File: config.mk
export PLATFORM = sky130hd
export DESIGN_NAME = motion_segmenter
export DESIGN_NICKNAME = d
export VERILOG_FILES = /design/src/rtl/motion_segmenter.sv
export SDC_FILE = /design/constraint.sdc
export NUM_CORES = 1
export LEC_CHECK = 0
export CORE_MARGIN = 3
export CORE_UTILIZATION = 25
export CTS_CLUSTER_DIAMETER = 40
export CTS_CLUSTER_SIZE = 24
export DETAILED_ROUTE_END_ITERATION = 6
export GPL_TIMING_DRIVEN = 1
export SYNTH_ARGS = -nofsm -noshare
export SYNTH_HDL_FRONTEND = slang
export SYNTH_SLANG_ARGS = --single-unit
File: constraint.sdc
create_clock -name clk -period 4.23 [get_ports clk]
set_clock_uncertainty 0.05 [all_clocks]
set_input_delay 0.6345 -clock clk [delete_from_list [all_inputs] [get_ports clk]]
set_output_delay 0.6345 -clock clk [all_outputs]
set_load 0.01 [all_outputs]
File: src/rtl/motion_segmenter.sv
// motion_segmenter: splits one signed relative (dx, dy) move into segments of
// at most SEG_MAX steps per axis. Each segment goes to the XY stepper
// controller over its trigger/done/rdy handshake. Completion is reported
// upstream once the last segment has finished.
// Optional feature: define MOTION_SEGMENTER_ABORT_EN to add an abort input.

`ifndef STEPPER_PULSE_NUM_X_BITS
`define STEPPER_PULSE_NUM_X_BITS 16
`endif
`ifndef STEPPER_PULSE_NUM_Y_BITS
`define STEPPER_PULSE_NUM_Y_BITS 16
`endif
`ifndef STEPPER_PULSE_WIDTH_BITS
`define STEPPER_PULSE_WIDTH_BITS 16
`endif

module motion_segmenter #(
    parameter int MOVE_BITS        = 16,
    parameter int PULSE_NUM_X_BITS = `STEPPER_PULSE_NUM_X_BITS,
    parameter int PULSE_NUM_Y_BITS = `STEPPER_PULSE_NUM_Y_BITS,
    parameter int PULSE_WIDTH_BITS = `STEPPER_PULSE_WIDTH_BITS,
    parameter int SEG_MAX          = 100
) (
    input  logic                               clk,
    input  logic                               reset,
    input  logic                               clk_en,
    input  logic                               trigger,
    input  logic signed [MOVE_BITS-1:0]        dx,
    input  logic signed [MOVE_BITS-1:0]        dy,
    input  logic        [PULSE_WIDTH_BITS-1:0] pulse_width,
`ifdef MOTION_SEGMENTER_ABORT_EN
    input  logic                               abort,
`endif
    output logic                               rdy,
    output logic                               done,
    output logic                               stp_trigger,
    output logic        [PULSE_WIDTH_BITS-1:0] stp_pulse_width,
    output logic signed [PULSE_NUM_X_BITS-1:0] stp_pulse_num_x,
    output logic signed [PULSE_NUM_Y_BITS-1:0] stp_pulse_num_y,
    input  logic                               stp_done,
    input  logic                               stp_rdy
);

    typedef enum logic [2:0] {
        S_IDLE,
        S_CALC,
        S_ISSUE,
        S_WAIT,
        S_FINISH
    } state_t;

    localparam logic [MOVE_BITS-1:0] SEG_LIM = MOVE_BITS'(SEG_MAX);

    state_t                        state;
    logic signed [MOVE_BITS-1:0]   rem_x, rem_y;
    logic signed [MOVE_BITS-1:0]   seg_x, seg_y;
    logic signed [MOVE_BITS-1:0]   chunk_x, chunk_y;
    logic [PULSE_WIDTH_BITS-1:0]   pw_q;
    logic                          stop_req;

    // Magnitude is taken as unsigned so that the most negative move is legal.
    function automatic logic signed [MOVE_BITS-1:0] clamp_chunk(
        input logic signed [MOVE_BITS-1:0] rem
    );
        logic [MOVE_BITS-1:0] mag;
        mag = rem[MOVE_BITS-1] ? $unsigned(-rem) : $unsigned(rem);
        if (mag > SEG_LIM) mag = SEG_LIM;
        return rem[MOVE_BITS-1] ? -$signed(mag) : $signed(mag);
    endfunction

    // Per-axis segment size, clamped independently.
    always_comb begin
        chunk_x = clamp_chunk(rem_x);
        chunk_y = clamp_chunk(rem_y);
    end

`ifdef MOTION_SEGMENTER_ABORT_EN
    logic abort_pending;

    // Abort request: live input or one remembered while a segment was in flight.
    always_comb begin
        stop_req = abort || abort_pending;
    end
`else
    // Without the abort feature every segment is always issued.
    always_comb begin
        stop_req = 1'b0;
    end
`endif

    // Segmenting FSM with registered handshake outputs.
    always_ff @(posedge clk or posedge reset) begin
        if (reset) begin
            state           <= S_IDLE;
            rdy             <= 1'b1;
            done            <= 1'b1;
            stp_trigger     <= 1'b0;
            stp_pulse_width <= '0;
            stp_pulse_num_x <= '0;
            stp_pulse_num_y <= '0;
            rem_x           <= '0;
            rem_y           <= '0;
            seg_x           <= '0;
            seg_y           <= '0;
            pw_q            <= '0;
`ifdef MOTION_SEGMENTER_ABORT_EN
            abort_pending   <= 1'b0;
`endif
        end else if (clk_en) begin
            // NOTE: non-blocking assignments make every branch read the
            // pre-edge register values, so ISSUE subtracts the segment that
            // was actually sent, not one recomputed mid-update.
            case (state)
                S_IDLE: begin
                    if (trigger) begin
                        rem_x <= dx;
                        rem_y <= dy;
                        pw_q  <= pulse_width;
                        rdy   <= 1'b0;
                        done  <= 1'b0;
`ifdef MOTION_SEGMENTER_ABORT_EN
                        abort_pending <= 1'b0;
`endif
                        state <= (dx == '0 && dy == '0) ? S_FINISH : S_CALC;
                    end
                end
                S_CALC: begin
                    if (stop_req) begin
                        rem_x <= '0;
                        rem_y <= '0;
                        state <= S_FINISH;
                    end else begin
                        seg_x           <= chunk_x;
                        seg_y           <= chunk_y;
                        stp_pulse_num_x <= PULSE_NUM_X_BITS'(chunk_x);
                        stp_pulse_num_y <= PULSE_NUM_Y_BITS'(chunk_y);
                        stp_pulse_width <= pw_q;
                        stp_trigger     <= 1'b1;
                        state           <= S_ISSUE;
                    end
                end
                S_ISSUE: begin
`ifdef MOTION_SEGMENTER_ABORT_EN
                    if (abort) abort_pending <= 1'b1;
`endif
                    if (!stp_done) begin
                        stp_trigger <= 1'b0;
                        rem_x       <= rem_x - seg_x;
                        rem_y       <= rem_y - seg_y;
                        state       <= S_WAIT;
                    end
                end
                S_WAIT: begin
`ifdef MOTION_SEGMENTER_ABORT_EN
                    if (abort) abort_pending <= 1'b1;
`endif
                    if (stp_rdy) begin
                        if ((rem_x == '0 && rem_y == '0) || stop_req) begin
                            rem_x <= '0;
                            rem_y <= '0;
                            state <= S_FINISH;
                        end else begin
                            state <= S_CALC;
                        end
                    end
                end
                S_FINISH: begin
                    if (!trigger) begin
                        rdy   <= 1'b1;
                        done  <= 1'b1;
                        state <= S_IDLE;
                    end
                end
                default: state <= S_IDLE;
            endcase
        end
    end

endmodule
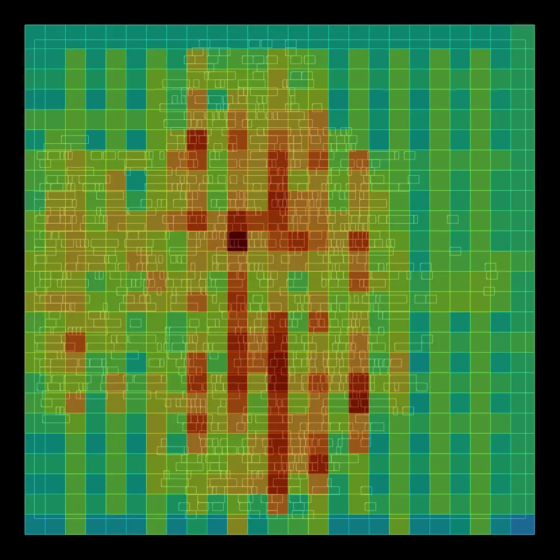
run_1/congestion.png
busiest grt layer: met2
global-route total usage across every layer: 0.144
met3 GRT Util: 0.0357
met1 track demand over resource: 0.197

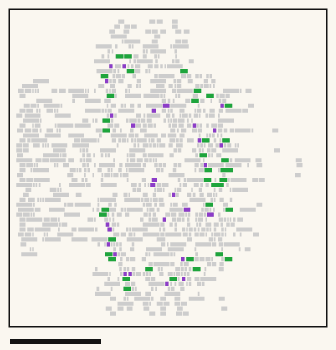
run_1/logic_types.png
The bar under the picture is 50 µm long.
legend:
  adder and majority cells:
    color: green
    cells: 36
    most_used: ha_1
  AND and OR gates:
    color: purple
    cells: 28
    most_used: or3_1
Commonest Layout Cell: nand2_1
post-route non-filler standard cell count: 1284

==> reports/notes.md, run 1 <==
- Die W: 174 µm
- Post-synth ARST share: 1.00
- # diodes: 0
- Post-Synthesis Net Count: 907
- nets@finish: 997
- top-count cell post-synth: nand2_1
- period utilisation layout: 0.908
- required time of the critical path: 4.42 ns
- dominant register cell in the synthesized netlist: dfrtp_1
- routability congestion estimate: 0.901
- setup slack after placement: 0.357 ns
- worst slew margin relative to its limit: 0.341
- standard cell core area: 27300 µm²
- deepest clock path buffer count: 2
- worst hold slack: 0.411 ns
- H-Tree Level Count: 3
- fmax: 260 MHz
- Pre-Place Util: 0.257
- crit path setup slack, layout: 0.389 ns
- Post-Synthesis Cells: 817
- Worst Setup Start Kind: register
- top fanout value on the critical path: 10
- Final Max Slew Viols: 0
- status: finished clean
- synth cell count leaders: nand2_1, dfrtp_1, o21ai_0
- post-synthesis cell type with the largest combined area: dfrtp_1
- number of antenna violations at the first check in global routing: 1
- unrepaired setup endpoints after global routing: false
- number of synthesized flops with an enable pin: 0
- class of the tightest hold or removal check: register to register
- final-report hold violation count: 0
- Placed Instances: 1268
- total power divided by cell area: 819 nW/µm²
- filler instances: 2862
- cell chosen for the clock root: clkbuf_16
- share of final-layout standard cells stronger than drive strength 1: 0.0954
- Total Die Area: 30200 µm²
- CP endpoint kind: register
- Wirelength per Cell: 16.9 µm
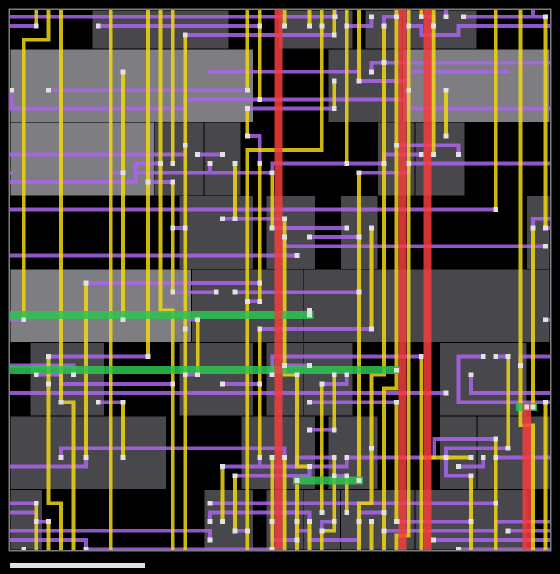
run_1/detail.png
The bar under the picture is 5 µm long. Region (77, 112) to (97, 132) µm. Cells in gray, sequential cells in the stronger gray; small squares are vias.
legend:
  metal 4:
    color: red
  metal 1:
    color: purple
  metal 3:
    color: green
  metal 2:
    color: yellow
sequential cells in the window: 4
cells with their middle in the window: 33
most frequent: nand2_1 (7), dfrtp_1 (4)
netlist names of flops here include: rem_y (4)

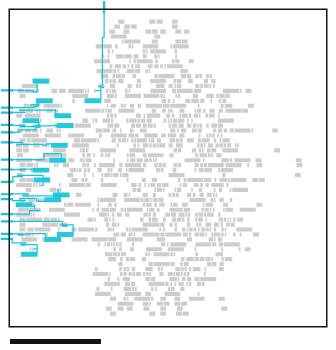
run_1/io_fan.png
The bar under the picture is 50 µm long.
legend:
  stp_pulse_width:
    color: cyan
    direction: output
    edge: 15 left, 1 top
    end_cells: 16
    buffers: 16
    wire: 564 µm
I/O pin count: 105
I/O Buffers: 104

## run 1: layer usage
| layer | global-route usage | part of all wire | vias up |
|---|---|---|---|
| li1 | - | - | 3140 |
| met1 | 0.197 | 0.47 | 3006 |
| met2 | 0.215 | 0.43 | 200 |
| met3 | 0.0357 | 0.061 | 40 |
| met4 | 0.0590 | 0.035 | 2 |
| met5 | 0 | 0.00060 | - |
## run 1: cell families after synthesis
logic type	after synthesis	synth area share
AND/OR/NAND/NOR	290	0.208
adder cells (fa/ha/maj)	36	0.0662
multiplexers	30	0.0461
AND-OR/OR-AND	240	0.228
buffers and inverters	89	0.0537
flip-flops	101	0.360
XOR/XNOR	31	0.0386
## run 1: cell type report
cell class,instances,area share
clock buffer,11,0.0287
sequential,101,0.288
inverter,42,0.0182
tap,372,0.0529
multi-input combinational,627,0.470
clock inverter,5,0.00398
timing repair buffer,126,0.139
## run 1: flip-flops by register name, summed over array words and instances, names as in the netlist
| signal | cells |
|---|---|
| pw_q | 16 |
| rem_x | 16 |
| rem_y | 16 |
| seg_x | 16 |
| seg_y | 16 |
| stp_pulse_width | 16 |
| state | 3 |
| done | 1 |
| stp_trigger | 1 |
## run 1: where the power goes
part,switching [mW],total (mW),internal (mW)
Clock,0.393,0.825,0.432
Combinational,2.50,4.54,2.04
Sequential,0.457,1.83,1.38
Total,3.35,7.20,3.85
## run 1: through the flow
stage | total power, mW | area (µm²)
6_report | 7.20 | 8790
5_1_grt | 7.87 | 8790
4_1_cts | 7.22 | 8790
3_5_place_dp | 6.33 | 8500
3_3_place_gp | 6.31 | 8500
2_1_floorplan | 4.95 | 7030
## run 1: placed cells by master (no fill, tap or decap), types with 21 or more instances in the layout
| cell | count |
|---|---|
| o21ai_0 | 72 |
| buf_4 | 21 |
| inv_1 | 40 |
| nand3_1 | 23 |
| nand2_1 | 128 |
| dfrtp_1 | 100 |
| xnor2_1 | 22 |
| ha_1 | 34 |
| nor2_1 | 40 |
| a22oi_1 | 26 |
| clkdlybuf4s50_1 | 104 |
| a21oi_1 | 47 |
## run 1: final timing paths
check                      slack [ns]                  to  depth (start not counted)  startpoint
max in group asynchronous        2.74            seg_y[4]                          3       reset
min                              0.41  stp_pulse_width[3]                          2     pw_q[3]
min in group asynchronous        0.67             pw_q[9]                          2       reset
max                              0.39            seg_y[4]                         16    rem_y[1]
min reg2reg                      0.41  stp_pulse_width[3]                          2     pw_q[3]
max reg2reg                      0.39            seg_y[4]                         16    rem_y[1]
## run 1: critical path: stages (launching register included)
cell and delay, ns:
dfrtp_1 0.45, inv_1 0.11, ha_1 0.32, nand2b_4 0.14, o41ai_1 0.32, xor2_1 0.35
o31a_1 0.21, nand3_2 0.15, nor2_4 0.29, nand2_1 0.12, ha_1 0.26, nand3_1 0.08
o21ai_0 0.07, and2_1 0.15, o31ai_1 0.25, mux2i_1 0.12, a211o_1 0.27
## run 1: timing repair
action | in CTS | in global routing
hold buffers | 0 | 0
resized | 0 | 1
endpoints found under the setup margin | 0 | 1
## Run 2: what changed since run 1
Settings changed: CAP_MARGIN set to 30.
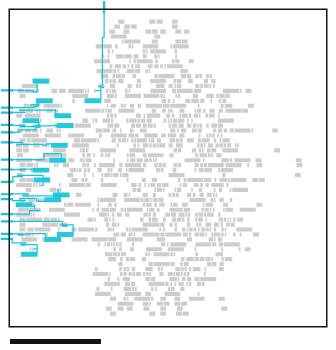
run_2/io_fan.png
The bar under the picture is 50 µm long.
legend:
  stp_pulse_width:
    color: cyan
    direction: output
    edge: 15 left, 1 top
    end_cells: 16
    buffers: 16
    wire: 564 µm

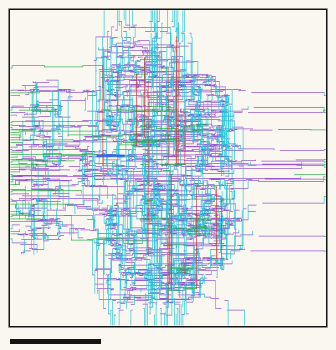
run_2/wires.png
The bar under the picture is 50 µm long.
legend:
  metal 3:
    color: green
    wire_length: 1320 µm
  metal 1:
    color: purple
    wire_length: 10200 µm
  metal 4:
    color: red
    wire_length: 762 µm
  metal 2:
    color: cyan
    wire_length: 9400 µm
  metal 5:
    color: blue
    wire_length: 13.8 µm
Wirelength per Cell: 16.9 µm
count of vias placed by the detailed router: 6388

==> reports/notes.md, run 2 <==
- launch instance of the worst register-to-register path: rem_y[1], unchanged
- final antenna-violating net count: 0, unchanged
- net switching component of the power: 3.35 mW, unchanged
- worst slew margin relative to its limit: 0.341, unchanged
- GRT Residual Overflow: 0, unchanged
- Post-Synthesis Cells: 817, unchanged
- multi-input logic area: 4130 µm², unchanged
- number of synthesized flops with an enable pin: 0, unchanged
- Final setup viols: 0, unchanged
- deepest clock path buffer count: 2, unchanged
- worst hold path depth: 2, unchanged
- Clk network pwr share: 0.115, about the same
- source-to-sink clock delay at the later pin of the worst-skew pair: 0.36 ns, about the same
- pin count of the biggest net entering global routing: 55, unchanged
- post-synthesis cell type with the largest combined area: dfrtp_1, unchanged
- Total Die Area: 30200 µm², unchanged
- number of CTS-inserted buffers: 9, unchanged
- nets@finish: 997, unchanged
- share of final-layout standard cells stronger than drive strength 1: 0.0954, unchanged
- top-count cell post-synth: nand2_1, unchanged
- Endpoint, Worst Hold: stp_pulse_width[3], unchanged
- combinational group share of total power: 0.631, about the same
- total power divided by cell area: 819 nW/µm², unchanged
- cell internal power dissipation: 3.85 mW, unchanged
- number of antenna violations at the first check in global routing: 1, unchanged
- DRT Wirelength: 21700 µm, unchanged
- unrepaired setup endpoints after global routing: false, unchanged
- endpoint of the most critical register-to-register path: seg_y[4], unchanged
- final-report hold violation count: 0, unchanged
- routability congestion estimate: 0.901, unchanged
- H-Tree Level Count: 3, unchanged
- Die W: 174 µm, unchanged
- worst hold start: pw_q[3], unchanged
- Post-synth ARST share: 1.00, unchanged
- Register-to-Register Path Depth: 16, unchanged
- global-route total usage across every layer: 0.144, unchanged
- data arrival time of the critical path: 4.03 ns, about the same
- initial DRC count: 449, unchanged
- period utilisation layout: 0.908, unchanged
- Flop area: 2530 µm², unchanged
- fmax: 260 MHz, unchanged
- Vias/cell: 4.98, unchanged
- share of the yosys chip area belonging to registers: 0.360, unchanged
- Post-Synthesis Net Count: 907, unchanged
- dominant register cell in the synthesized netlist: dfrtp_1, unchanged
- post-route cell area: 8790 µm², unchanged
- height of the chip: 174 µm, unchanged
- synthesized area: 7030 µm², unchanged
- crit path setup slack, layout: 0.389 ns, unchanged
- top fanout value on the critical path: 10, unchanged
- status: finished clean, unchanged
- cell area after placement: 8500 µm², unchanged
- I/O Buffers: 104, unchanged
- synth cell count leaders: nand2_1, dfrtp_1, o21ai_0, unchanged
- Final Max Slew Viols: 0, unchanged
- Post-DP HPWL: 16200 µm, unchanged
- net switching fraction of the power: 0.465, unchanged
- required time of the critical path: 4.42 ns, about the same
- Worst Path Class, Setup: register to register, unchanged
- Setup TNS: 0 ns, unchanged
- most numerous logic cells after layout: nand2_1, clkdlybuf4s50_1, dfrtp_1, o21ai_0, a21oi_1, unchanged
- average size of a mapped cell: 8.61 µm², unchanged
- # diodes: 0, unchanged
- cell chosen for the clock root: clkbuf_16, unchanged
- tool warnings: 26, unchanged
- standard cell core area: 27300 µm², unchanged
- warning count from the yosys run: 0, unchanged
- filler instances: 2862, unchanged
- via count of the first global-routing pass: 6230, unchanged
- final core utilization: 0.322, unchanged
- yosys stat area: 7030 µm², unchanged
- R2R Setup Slk: 0.39 ns, about the same
- Pre-Place Util: 0.257, unchanged
- CP endpoint kind: register, unchanged
- total power consumption of the routed design: 7.20 mW, unchanged
- Commonest Layout Cell: nand2_1, unchanged
- most area-consuming cells after synthesis: dfrtp_1, nand2_1, ha_1, unchanged
- yosys stat cell total: 817, unchanged
- setup slack after placement: 0.357 ns, unchanged
- I/O pin count: 105, unchanged
- sequential share of power: 0.255, about the same
- Worst Setup Start Kind: register, unchanged
- class of the tightest hold or removal check: register to register, unchanged
- Seq cells post-synth: 101, unchanged
- count of hold buffers inserted by post-cts repair: 0, unchanged
-- run 2: how the worst max path moves through the flow --
stage / start / end / slack (ns)
CTS: rem_x[1] / seg_x[4] / 0.34
detailed placement: rem_x[1] / seg_x[4] / 0.36
finish: rem_y[1] / seg_y[4] / 0.39
global placement: rem_x[1] / seg_x[4] / 0.45
global route: rem_x[1] / seg_x[4] / 0.02
floorplan: rem_x[1] / seg_x[4] / 0.72
-- run 2: power by group through the flow --
stage,Combinational (mW),Clock [mW],Sequential [mW]
after floorplan,3.18,0,1.77
after global placement,4.47,0,1.84
after detailed placement,4.49,0,1.85
after CTS,4.52,0.861,1.83
after global routing,5.07,0.896,1.91
final,4.54,0.825,1.83
-- run 2: area by class of cell --
type	count	share of cell area
multi-input cells	627	0.470
flip-flops and latches	101	0.288
repair buffers	126	0.139
well taps	372	0.0529
clock buffers	11	0.0287
inverters	42	0.0182
clock inverters	5	0.00398
-- run 2: timing repair --
item / in CTS / in global routing
buffers inserted: 0 / 0
gates resized: 0 / 1
setup endpoints to repair: 0 / 1
-- run 2: worst max-delay path, cell delays in order (launching register included) --
cell      delay, ns
dfrtp_1        0.45
inv_1          0.11
ha_1           0.32
nand2b_4       0.14
o41ai_1        0.32
xor2_1         0.35
o31a_1         0.21
nand3_2        0.15
nor2_4         0.29
nand2_1        0.12
ha_1           0.26
nand3_1        0.08
o21ai_0        0.07
and2_1         0.15
o31ai_1        0.25
mux2i_1        0.12
a211o_1        0.27
-- run 2: stage by stage --
stage,instances,hold WS [ns]
floorplan,817,0.383
global placement,1268,0.391
CTS,1284,0.413
global route,1284,0.446
finish,1284,0.411
detailed placement,1268,0.394
-- run 2: logic make-up (layout without fill, tap and decap cells) --
kind of cell / Yosys count / in the layout / synth area share
AOI/OAI and AO/OA: 240 / 240 / 0.228
buffers and inverters: 89 / 184 / 0.0537
muxes: 30 / 30 / 0.0461
xor gates and xnor gates: 31 / 31 / 0.0386
adders and majority gates: 36 / 36 / 0.0662
and+or+nand+nor: 290 / 290 / 0.208
DFF: 101 / 101 / 0.360
-- run 2: per-layer routing --
layer / vias to the layer above / GRT usage / wire length (µm)
li1: 3140 / - / -
met1: 3006 / 0.197 / 10200
met2: 200 / 0.215 / 9400
met3: 40 / 0.0357 / 1320
met4: 2 / 0.0590 / 761
met5: - / 0 / 13
run_2/detail.png
The bar under the picture is 5 µm long. Region (77, 112) to (97, 132) µm. Cells in gray, sequential cells in the stronger gray; small squares are vias.
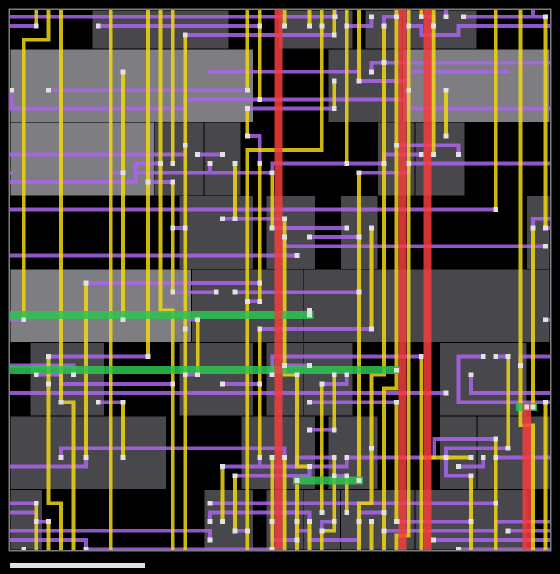

## Run 3: what changed since run 2
Settings changed: CELL_PAD_IN_SITES_DETAIL_PLACEMENT set to 0, CELL_PAD_IN_SITES_GLOBAL_PLACEMENT set to 1, PLACE_DENSITY_LB_ADDON set to 0.1.
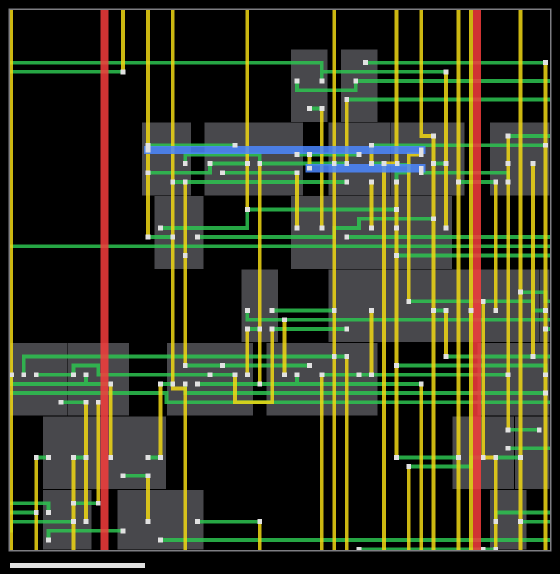
run_3/detail.png
The bar under the picture is 5 µm long. Region (77, 112) to (97, 132) µm. Cells in gray, sequential cells in the stronger gray; small squares are vias.
legend:
  metal 3:
    color: blue
  metal 2:
    color: yellow
  metal 4:
    color: red
  metal 1:
    color: green
most frequent: a21oi_1 (2), nor2_1 (2)
cells with their middle in the window: 20
sequential cells in the window: 0

==> reports/notes.md, run 3 <==
- top-count cell post-synth: nand2_1, unchanged
- max incr delay on CP: 0.41 ns, was 0.45 ns
- warning count from the yosys run: 0, unchanged
- most prevalent standard cell on the critical path: ha_1, unchanged
- routability congestion estimate: 0.808, was 0.901
- nets@finish: 1002, was 997
- CP endpoint kind: register, unchanged
- most area-consuming cells after synthesis: dfrtp_1, nand2_1, ha_1, unchanged
- share of final-layout standard cells stronger than drive strength 1: 0.100, was 0.0954
- standard cell with the maximum stage delay on the critical path: dfrtp_1, unchanged
- Final setup viols: 0, unchanged
- Commonest Layout Cell: nand2_1, unchanged
- most numerous logic cells after layout: nand2_1, clkdlybuf4s50_1, dfrtp_1, o21ai_0, a21oi_1, unchanged
- Seq cells post-synth: 101, unchanged
- filler instances: 2923, was 2862
- Post-DP HPWL: 17900 µm, was 16200 µm
- count of vias placed by the detailed router: 6332, was 6388
- yosys stat cell total: 817, unchanged
- initial DRC count: 404, was 449
- number of synthesized flops with an enable pin: 0, unchanged
- final antenna-violating net count: 0, unchanged
- Final Max Slew Viols: 0, unchanged
- CP Buf/Inv Count: 1, unchanged
- I/O Buffers: 104, unchanged
- Gates resized, CTS repair: 0, unchanged
- unrepaired setup endpoints after global routing: false, unchanged
- data arrival time of the critical path: 4.01 ns, was 4.03 ns
- GRT Residual Overflow: 0, unchanged
- Register-to-Register Path Depth: 15, was 16
- I/O pin count: 105, unchanged
- fmax: 262 MHz, was 260 MHz
- worst slew margin relative to its limit: 0.431, was 0.341
- standard cell core area: 27300 µm², unchanged
- global-route total usage across every layer: 0.160, was 0.144
- Die W: 174 µm, unchanged
- final-report hold violation count: 0, unchanged
- period utilisation layout: 0.901, was 0.908
- source-to-sink clock delay at the later pin of the worst-skew pair: 0.36 ns, about the same
- crit path setup slack, layout: 0.418 ns, was 0.389 ns
- via count of the first global-routing pass: 6414, was 6230
- CP delay by family, top: AND-OR/OR-AND gates, unchanged
- H-Tree Level Count: 3, unchanged
- post-route cell area: 8850 µm², was 8790 µm²
- DRT Wirelength: 23900 µm, was 21700 µm
- total power consumption of the routed design: 7.35 mW, was 7.20 mW
- Worst Path Class, Setup: register to register, unchanged
- Post-Synthesis Net Count: 907, unchanged
- yosys stat area: 7030 µm², unchanged
- top fanout value on the critical path: 6, was 10
- share of the yosys chip area belonging to registers: 0.360, unchanged
- Worst Setup Start Kind: register, unchanged
- cell area after placement: 8560 µm², was 8500 µm²
- post-synthesis cell type with the largest combined area: dfrtp_1, unchanged
- Placement Rows: 60, unchanged
- setup slack after placement: 0.444 ns, was 0.357 ns
- Post-Synthesis Cells: 817, unchanged
- tool warnings: 26, unchanged
- critical path cell sequence: inv_1, ha_1, nand2b_4, o41ai_1, xor2_1, o31a_1, nand3_2, or3_1, ha_1, nand3_1, o21ai_0, and2_1, o31ai_1, mux2i_1, a211o_1, was inv_1, ha_1, nand2b_4, o41ai_1, xor2_1, o31a_1, nand3_2, nor2_4, nand2_1, ha_1, nand3_1, o21ai_0, and2_1, o31ai_1, mux2i_1, a211o_1
- number of antenna violations at the first check in global routing: 0, was 1
- dominant register cell in the synthesized netlist: dfrtp_1, unchanged
- status: finished clean, unchanged
- required time of the critical path: 4.43 ns, was 4.42 ns
- postcts setup bufs: 0, unchanged
- Vias/cell: 4.90, was 4.98
- pin count of the biggest net entering global routing: 55, unchanged
- cell chosen for the clock root: clkbuf_16, unchanged
- Setup TNS: 0 ns, unchanged
- total power divided by cell area: 830 nW/µm², was 819 nW/µm²
- number of logic stages on the critical path including buffering: 15, was 16
- class of the tightest hold or removal check: register to register, unchanged
- Total Die Area: 30200 µm², unchanged
- deepest clock path buffer count: 2, unchanged
- height of the chip: 174 µm, unchanged
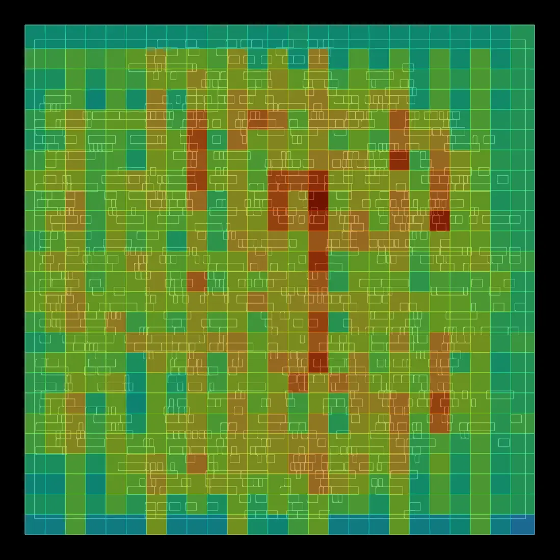
run_3/congestion.png
final core utilization: 0.324
Wirelength per Cell: 18.5 µm
met3 GRT Util: 0.0339
GRT met2 Usage: 0.253

run 3: area by class of cell:
cell class | instances | area [µm²] | share of cell area
Clock inverter | 6 | 62.6 | 0.00707
Clock buffer | 10 | 229 | 0.0259
Timing Repair Buffer | 131 | 1270 | 0.143
Antenna cell | 2 | 5.00 | 0.000565
Tap cell | 372 | 465 | 0.0526
Inverter | 42 | 160 | 0.0181
Multi-Input combinational cell | 627 | 4130 | 0.467
Sequential cell | 101 | 2530 | 0.286
run 3: power by group:
group | leakage (nW) | internal, mW | total [mW] | switching (mW)
Sequential | 1.28 | 1.38 | 1.83 | 0.451
Combinational | 2.28 | 2.07 | 4.65 | 2.58
Clock | 0.143 | 0.420 | 0.872 | 0.453
run 3: cells by family after synthesis:
| kind of cell | after synthesis | synth area share |
|---|---|---|
| simple gates | 290 | 0.208 |
| compound gates | 240 | 0.228 |
| flops | 101 | 0.360 |
| buf+inv | 89 | 0.0537 |
| fa+ha+maj | 36 | 0.0662 |
| xor+xnor | 31 | 0.0386 |
| mux | 30 | 0.0461 |
run 3: path summary, 6_finish.rpt:
kind | endpoint | slack [ns] | startpoint
setup reg to reg | seg_y[4] | 0.42 | rem_y[0]
hold / removal | stp_pulse_width[10] | 0.42 | pw_q[10]
setup / recovery | seg_y[4] | 0.42 | rem_y[0]
hold reg to reg | stp_pulse_width[10] | 0.42 | pw_q[10]
min in group asynchronous | pw_q[8] | 0.68 | reset
max in group asynchronous | done | 2.69 | reset
run 3: worst min-delay path, delay by kind of cell (launching register included):
kind | cells | cell delay (ns)
flops | 1 | 0.35
simple gates | 2 | 0.09
run 3: layer usage:
metal  wire (µm)  track usage
met1       11700        0.226
met2       10800        0.253
met3        1100       0.0339
met4         329       0.0369
met5           0            0
run 3: per-stage QoR:
stage,std cells,hold slack [ns],util
after floorplan,817,0.383,-
after global placement,1273,0.397,0.313
after detailed placement,1273,0.408,0.313
after CTS,1289,0.424,0.324
after global routing,1289,0.451,0.324
final,1291,0.418,0.324
No activity file was given, so power comes from the tool's default toggle rates.
